### config.mk
export PLATFORM = sky130hd
export DESIGN_NAME = imm_fragmenter_flat
export DESIGN_NICKNAME = d
export VERILOG_FILES = /design/src/rtl/imm_fragmenter_pkg.sv /design/src/rtl/imm_fragmenter_if.sv /design/src/rtl/imm_classifier.sv /design/src/rtl/imm_fragmenter.sv /design/src/flat_wrapper.sv
export SDC_FILE = /design/constraint.sdc
export NUM_CORES = 1
export LEC_CHECK = 0
export CORE_ASPECT_RATIO = 1.2
export CORE_MARGIN = 8
export CORE_UTILIZATION = 50
export CTS_BUF_LIST = sky130_fd_sc_hd__clkbuf_2 sky130_fd_sc_hd__clkbuf_4 sky130_fd_sc_hd__clkbuf_8
export CTS_CLUSTER_SIZE = 30
export DETAILED_ROUTE_END_ITERATION = 7
export GPL_TIMING_DRIVEN = 0
export PLACE_DENSITY = 0.84
export SYNTH_ARGS = -nofsm -noshare
export SYNTH_HDL_FRONTEND = slang
export SYNTH_SLANG_ARGS = --single-unit
### constraint.sdc
create_clock -name clk -period 2.79 [get_ports clk]
set_clock_uncertainty 0.15 [all_clocks]
set_input_delay 0.558 -clock clk [delete_from_list [all_inputs] [get_ports clk]]
set_output_delay 0.558 -clock clk [all_outputs]
set_load 0.05 [all_outputs]
### src/rtl/imm_fragmenter_pkg.sv
// Shared definitions for the immediate fragmenter and its helpers.
//   - fragment opcodes (LOAD / SHIFT_OR)
//   - fragmenter FSM state encoding
//   - value length classes produced by imm_classifier
package imm_fragmenter_pkg;

   localparam int unsigned IMM_W  = 3;
   localparam int unsigned DATA_W = 8;

   localparam logic OP_LOAD     = 1'b0;  // acc = sext(imm)
   localparam logic OP_SHIFT_OR = 1'b1;  // acc = (acc << 3) | imm

   // The state names the fragment currently presented on the output.
   typedef enum logic [1:0] {
      IDLE     = 2'd0,
      EMIT_HI  = 2'd1,
      EMIT_MID = 2'd2,
      EMIT_LO  = 2'd3
   } state_e;

   // Number of 3-bit fragments needed to rebuild a value: 1, 2 or 3.
   typedef enum logic [1:0] {
      CLS_SHORT = 2'd0,
      CLS_MID   = 2'd1,
      CLS_LONG  = 2'd2
   } cls_e;

endpackage

### src/rtl/imm_fragmenter_if.sv
// Handshake bundle between constant source, fragmenter and issue stage.
//   in_valid/in_ready/in_data        : 8-bit constant input
//   out_valid/out_ready/out_imm/
//   out_op/out_last                  : fragment output
// slave  : the fragmenter side; master : the source/consumer side.
interface imm_fragmenter_if;
   import imm_fragmenter_pkg::*;

   logic              in_valid;
   logic              in_ready;
   logic [DATA_W-1:0] in_data;
   logic              out_valid;
   logic              out_ready;
   logic [IMM_W-1:0]  out_imm;
   logic              out_op;
   logic              out_last;

   modport slave (
      input  in_valid, in_data, out_ready,
      output in_ready, out_valid, out_imm, out_op, out_last
   );

   modport master (
      output in_valid, in_data, out_ready,
      input  in_ready, out_valid, out_imm, out_op, out_last
   );

endinterface

### src/rtl/imm_classifier.sv
// Combinational length classifier for 8-bit two's-complement constants.
//   v   : value to classify
//   cls : CLS_SHORT if v fits a signed 3-bit immediate, CLS_MID if it fits
//         6 bits, CLS_LONG otherwise
module imm_classifier
   import imm_fragmenter_pkg::*;
(
   input  logic [DATA_W-1:0] v,
   output cls_e              cls
);

   logic short_fit;
   logic mid_fit;

   // A value fits N signed bits when every bit from N-1 upward is a copy of the sign.
   assign short_fit = (&v[7:2]) | ~(|v[7:2]);
   assign mid_fit   = (&v[7:5]) | ~(|v[7:5]);

   always_comb begin
      cls = CLS_LONG;
      if (short_fit) begin
         cls = CLS_SHORT;
      end else if (mid_fit) begin
         cls = CLS_MID;
      end
   end

endmodule

### src/rtl/imm_fragmenter.sv
// Splits 8-bit constants into the shortest run of 3-bit immediate fragments
// that the issue side rebuilds with sign-extend / shift-left-3 / OR.
//   clk, rst_n : clock, asynchronous active-low reset
//   bus        : input constant handshake and fragment output handshake
//   val_cnt    : number of values accepted (wraps)
//   frag_cnt   : number of fragments accepted by the consumer (wraps)
module imm_fragmenter
   import imm_fragmenter_pkg::*;
#(
   parameter int unsigned CNT_W = 16
) (
   input  logic                 clk,
   input  logic                 rst_n,
   imm_fragmenter_if.slave      bus,
   output logic [CNT_W-1:0]     val_cnt,
   output logic [CNT_W-1:0]     frag_cnt
);

   state_e            state_q, state_d;
   logic [DATA_W-1:0] hold_q, hold_d;
   logic              first_q, first_d;   // current fragment is the value's LOAD
   cls_e              in_cls;
   logic              take;
   logic              fire;

   imm_classifier u_classifier (
      .v   (bus.in_data),
      .cls (in_cls)
   );

   always_comb begin
      bus.out_valid = (state_q != IDLE);
      bus.out_last  = (state_q == EMIT_LO);
      bus.out_op    = (state_q == IDLE || first_q) ? OP_LOAD : OP_SHIFT_OR;
      bus.out_imm   = '0;
      unique case (state_q)
         EMIT_HI:  bus.out_imm = {hold_q[7], hold_q[7], hold_q[6]};
         EMIT_MID: bus.out_imm = hold_q[5:3];
         EMIT_LO:  bus.out_imm = hold_q[2:0];
         default:  bus.out_imm = '0;
      endcase
      // A new value may enter while the last fragment of the old one leaves.
      bus.in_ready = !bus.out_valid || (bus.out_ready && bus.out_last);
   end

   assign take = bus.in_valid && bus.in_ready;
   assign fire = bus.out_valid && bus.out_ready;

   always_comb begin
      state_d = state_q;
      hold_d  = hold_q;
      first_d = first_q;
      if (take) begin
         hold_d  = bus.in_data;
         first_d = 1'b1;
         unique case (in_cls)
            CLS_SHORT: state_d = EMIT_LO;
            CLS_MID:   state_d = EMIT_MID;
            default:   state_d = EMIT_HI;
         endcase
      end else if (fire) begin
         first_d = 1'b0;
         unique case (state_q)
            EMIT_HI:  state_d = EMIT_MID;
            EMIT_MID: state_d = EMIT_LO;
            default:  state_d = IDLE;
         endcase
      end
   end

   always_ff @(posedge clk or negedge rst_n) begin
      if (!rst_n) begin
         state_q  <= IDLE;
         hold_q   <= '0;
         first_q  <= 1'b0;
         val_cnt  <= '0;
         frag_cnt <= '0;
      end else begin
         state_q  <= state_d;
         hold_q   <= hold_d;
         first_q  <= first_d;
         val_cnt  <= val_cnt + {{(CNT_W-1){1'b0}}, take};
         frag_cnt <= frag_cnt + {{(CNT_W-1){1'b0}}, fire};
      end
   end

endmodule

### src/flat_wrapper.sv
// flat-port wrapper written by rule: the top's interface ports become plain ports
module imm_fragmenter_flat import imm_fragmenter_pkg::*;
#(
   parameter int unsigned CNT_W = 16
)
  (clk, rst_n, val_cnt, frag_cnt, bus_in_valid, bus_in_data, bus_out_ready, bus_in_ready, bus_out_valid, bus_out_imm, bus_out_op, bus_out_last);
  imm_fragmenter_if bus_i ();
  input  logic clk;
  input  logic rst_n;
  output logic [CNT_W-1:0] val_cnt;
  output logic [CNT_W-1:0] frag_cnt;
  input wire logic [$bits(bus_i.in_valid)-1:0] bus_in_valid;
  input wire logic [$bits(bus_i.in_data)-1:0] bus_in_data;
  input wire logic [$bits(bus_i.out_ready)-1:0] bus_out_ready;
  output wire logic [$bits(bus_i.in_ready)-1:0] bus_in_ready;
  output wire logic [$bits(bus_i.out_valid)-1:0] bus_out_valid;
  output wire logic [$bits(bus_i.out_imm)-1:0] bus_out_imm;
  output wire logic [$bits(bus_i.out_op)-1:0] bus_out_op;
  output wire logic [$bits(bus_i.out_last)-1:0] bus_out_last;
  assign bus_i.in_valid = bus_in_valid;
  assign bus_i.in_data = bus_in_data;
  assign bus_i.out_ready = bus_out_ready;
  assign bus_in_ready = bus_i.in_ready;
  assign bus_out_valid = bus_i.out_valid;
  assign bus_out_imm = bus_i.out_imm;
  assign bus_out_op = bus_i.out_op;
  assign bus_out_last = bus_i.out_last;
  imm_fragmenter #(.CNT_W(CNT_W)) u_core (.clk(clk), .rst_n(rst_n), .bus(bus_i), .val_cnt(val_cnt), .frag_cnt(frag_cnt));
endmodule
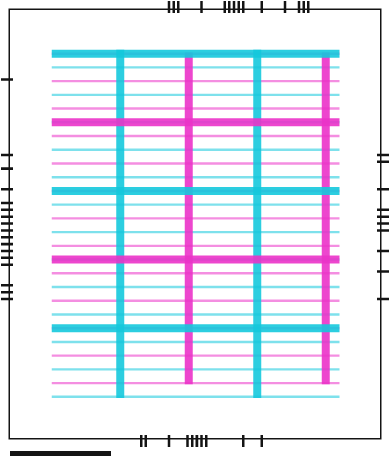
(run_1/power_grid.png)
The bar under the picture is 20 um long. Pins as bars on the die edge.
Cyan shows VSS. Magenta shows VDD.
5 straps on met5. 26 met1 rails follow the rows. 51 signal pins sit on the boundary. 4 straps on met4. The core has 25 rows.

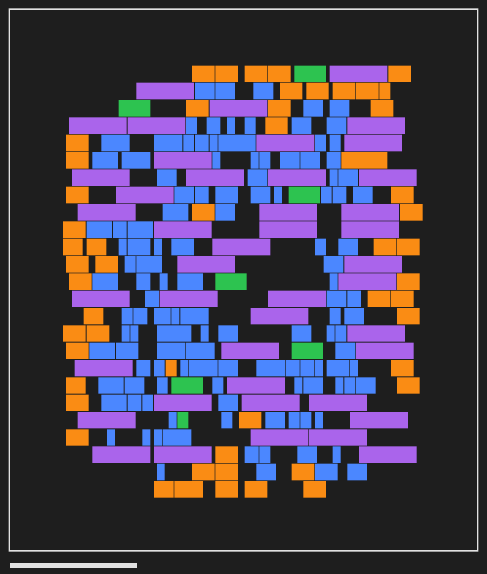
(run_1/placement_by_type.png)
The bar under the picture is 20 um long.
Green shows clock drivers and dummy loads, cells 7, share of their area 3.4%. Orange shows remaining buffers and delay cells, cells 53, share of their area 20%. Purple shows sequential cells, cells 43, share of their area 41%. Blue shows combinational and other logic, cells 123, share of their area 35%.
flop share of the area: 40.4%
Core Box Area: 3880 sq um
post-route design area: 2660 sq um
final core utilization: 68.6%
Site Rows: 25

==> results.sh, run 1 <==
# yosys + openroad results
export IMPL_setup_slack_ps=220
export IMPL_power_group_top="combinational cells"
export IMPL_ff2ff_path_depth=12
export IMPL_wl_met2_um=2200
export IMPL_fillers=330
export IMPL_seq_power_share_pct=37.0
export IMPL_cts_sinks=43
export IMPL_switching_share_pct=45.4
export IMPL_top_logic_kind="simple AND/OR/NAND/NOR gates"
export IMPL_synth_area_sq_um=1970
export IMPL_via_per_inst=5.17
export IMPL_floorplan_nets=189
export IMPL_nNonClkBuffers=53
export IMPL_fp_utilization_pct=50.9
export IMPL_maxSlewHeadroom_pct=64.8
export IMPL_worst_path_stages=5
export IMPL_leakage_nw=1.20
export IMPL_postSynthAreaPerCell_sq_um=11.8
export IMPL_multi_input_comb_cells=118
export IMPL_clkTransAtPathRegs_ps=70
export IMPL_cp_end_kind="output pin"
export IMPL_cts_hold_buf=1
export IMPL_antenna_found_initial=0
export IMPL_flop_cell="dfrtp_1"
export IMPL_cts_setup_buffers=0
export IMPL_arrival_ps=1860
export IMPL_worst_pin_slew_ps=526
export IMPL_comb_area_sq_um=883
export IMPL_tns_ps=0
export IMPL_antenna_cells=0
export IMPL_outcome="completed"
export IMPL_cpPeakStageDelay_ps=430
export IMPL_async_reset_ff_share_pct=100
export IMPL_area_growth_synth_to_final_pct=34.9
export IMPL_drc=0
export IMPL_clk_share_pct=3.29
export IMPL_track_usage_pct=14.5
export IMPL_post_drt_wl_per_cell_um=14.9
export IMPL_chipArea_sq_um=6220
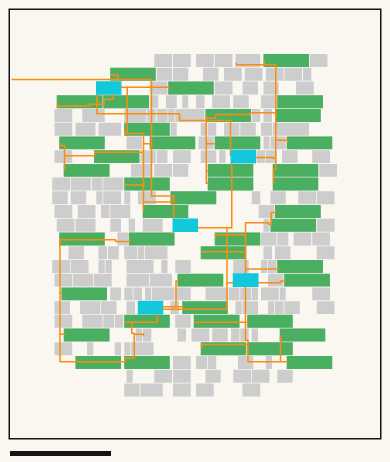
(run_1/clk_routes.png)
The bar under the picture is 20 um long.
Cyan shows clock drivers, count 5. Green shows flip-flops, count 43. Orange shows clock wires, length 507 um.
There are 6 routed clock nets.
clock-net power: 392 uW
share of total power in the clock network: 15.2%
clk ins delay skew pair: 290 ps

==> run 1 -> run 2 <==
RECOVER_POWER = 25   (was unset)
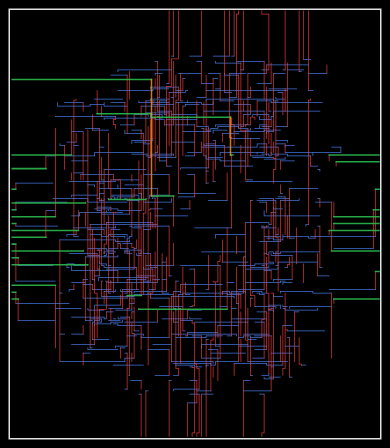
(run_2/wires.png)
Red shows metal 2, wire length 2,180 um. Orange shows metal 4, wire length 30.6 um. Blue shows metal 1, wire length 1,720 um. Green shows metal 3, wire length 259 um.
WL final: 4190 um
Tot GR Track Use: 14.5%
routed vias: 1,450
WL/cell: 15.0 um

==> run 2 against run 1 <==
Against the previous run: first-iteration DRC count down 9.5%; sequential power is essentially flat; synthesized cell count stayed put; core utilization decreased by 0.42 points; critical path depth increased by 7; hold slack is essentially flat; die size did not move; total power about the same; non-clock buffer count stayed put; via count rose by 0.21%; worst setup slack worse by 6.2 ps; combinational power about the same; critical endpoint is now u_core.val_cnt[10]$_DFF_PN0_; highest routed layer unchanged.
==> results.sh, run 2 <==
# yosys + openroad results
export IMPL_outcome="completed"
export IMPL_switching_share_pct=45.4
export IMPL_largest_class="registers"
export IMPL_initialDrtViolationCount=57
export IMPL_setup_slack_ps=214
export IMPL_final_cell_mix="clkdlybuf4s50_1, dfrtp_1, xnor2_1"
export IMPL_required_ps=2850
export IMPL_fp_utilization_pct=50.9
export IMPL_cpLargestDelayFamily="simple AND/OR/NAND/NOR gates"
export IMPL_clkPwrFrac_pct=15.3
export IMPL_cts_setup_buffers=0
export IMPL_rows=25
export IMPL_rrSetupSlack_ps=210
export IMPL_wl_met2_um=2180
export IMPL_finish_utilization_pct=68.2
export IMPL_antenna_cells=0
export IMPL_flop_cell="dfrtp_1"
export IMPL_worst_pin_slew_ps=749
export IMPL_final_cell_area_sq_um=2650
export IMPL_seq_area_share_pct=40.7
export IMPL_p_int_mw=1.40
export IMPL_startpoint_type="register"
export IMPL_area_growth_synth_to_final_pct=34.1
export IMPL_postSynthAreaPerCell_sq_um=11.8
export IMPL_power_group_top="combinational cells"
export IMPL_synth_area_sq_um=1970
export IMPL_clkbuf_count=6
export IMPL_cts_sinks=43
export IMPL_maxSlewHeadroom_pct=50.1
export IMPL_crit_path_end="u_core.val_cnt[10]$_DFF_PN0_"
export IMPL_min_path_cells=2
export IMPL_stdcell_count=280
export IMPL_top_area_share_pct=54.5
export IMPL_power_density_nw_per_um2=970
export IMPL_seqCellArea_sq_um=1080
export IMPL_worst_path_stages=12
export IMPL_ff2ff_path_depth=12
export IMPL_grt_max_degree=33
export IMPL_top_logic_kind="simple AND/OR/NAND/NOR gates"
export IMPL_fillers=333
export IMPL_clkTransAtPathRegs_ps=70
export IMPL_synth_warning_count=0
export IMPL_cts_made_buffers=5
export IMPL_combAreaFraction_pct=33.4
export IMPL_cts_max_level=2
export IMPL_comb_area_sq_um=883
export IMPL_antenna_found_initial=0
export IMPL_async_reset_ff_share_pct=100
export IMPL_grt_pass1_wl_um=7070
export IMPL_cp_end_kind="register"
export IMPL_ys_area_sq_um=1970
export IMPL_drc=0
export IMPL_clkLatencyLatePin_ps=290
export IMPL_pg_clk_uw=392
export IMPL_core_sq_um=3880
export IMPL_clk_share_pct=3.31
export IMPL_arrival_ps=2640
export IMPL_die_height_um=84.8
export IMPL_via_per_inst=5.18
export IMPL_seq_power_share_pct=37.0
export IMPL_ys_flops=43
export IMPL_cpPeakStageDelay_ps=420
export IMPL_critPathMaxFanout=8
export IMPL_r2r_start="u_core.state_q[0]$_DFFE_PN0P_"
export IMPL_leakage_nw=1.19
export IMPL_floorplan_nets=189
export IMPL_cts_hold_buf=1
export IMPL_adder_share_pct=6.34
export IMPL_tns_ps=0
export IMPL_multi_input_comb_cells=118
export IMPL_first_pass_iters=4
export IMPL_nNonClkBuffers=53
export IMPL_io_buffers=50
export IMPL_most_common_cell="dfrtp_1"
export IMPL_hold_end="u_core.first_q$_DFFE_PN0P_"
export IMPL_hold_slack_ps=327
export IMPL_edf_count=0
export IMPL_grt_pass1_vias=1508
export IMPL_dpl_worst_slack_ps=-54.5
export IMPL_use_met3_pct=5.78
export IMPL_chipArea_sq_um=6220
export IMPL_comb_power_mw=1.22
Power and IR drop assume default switching activity.
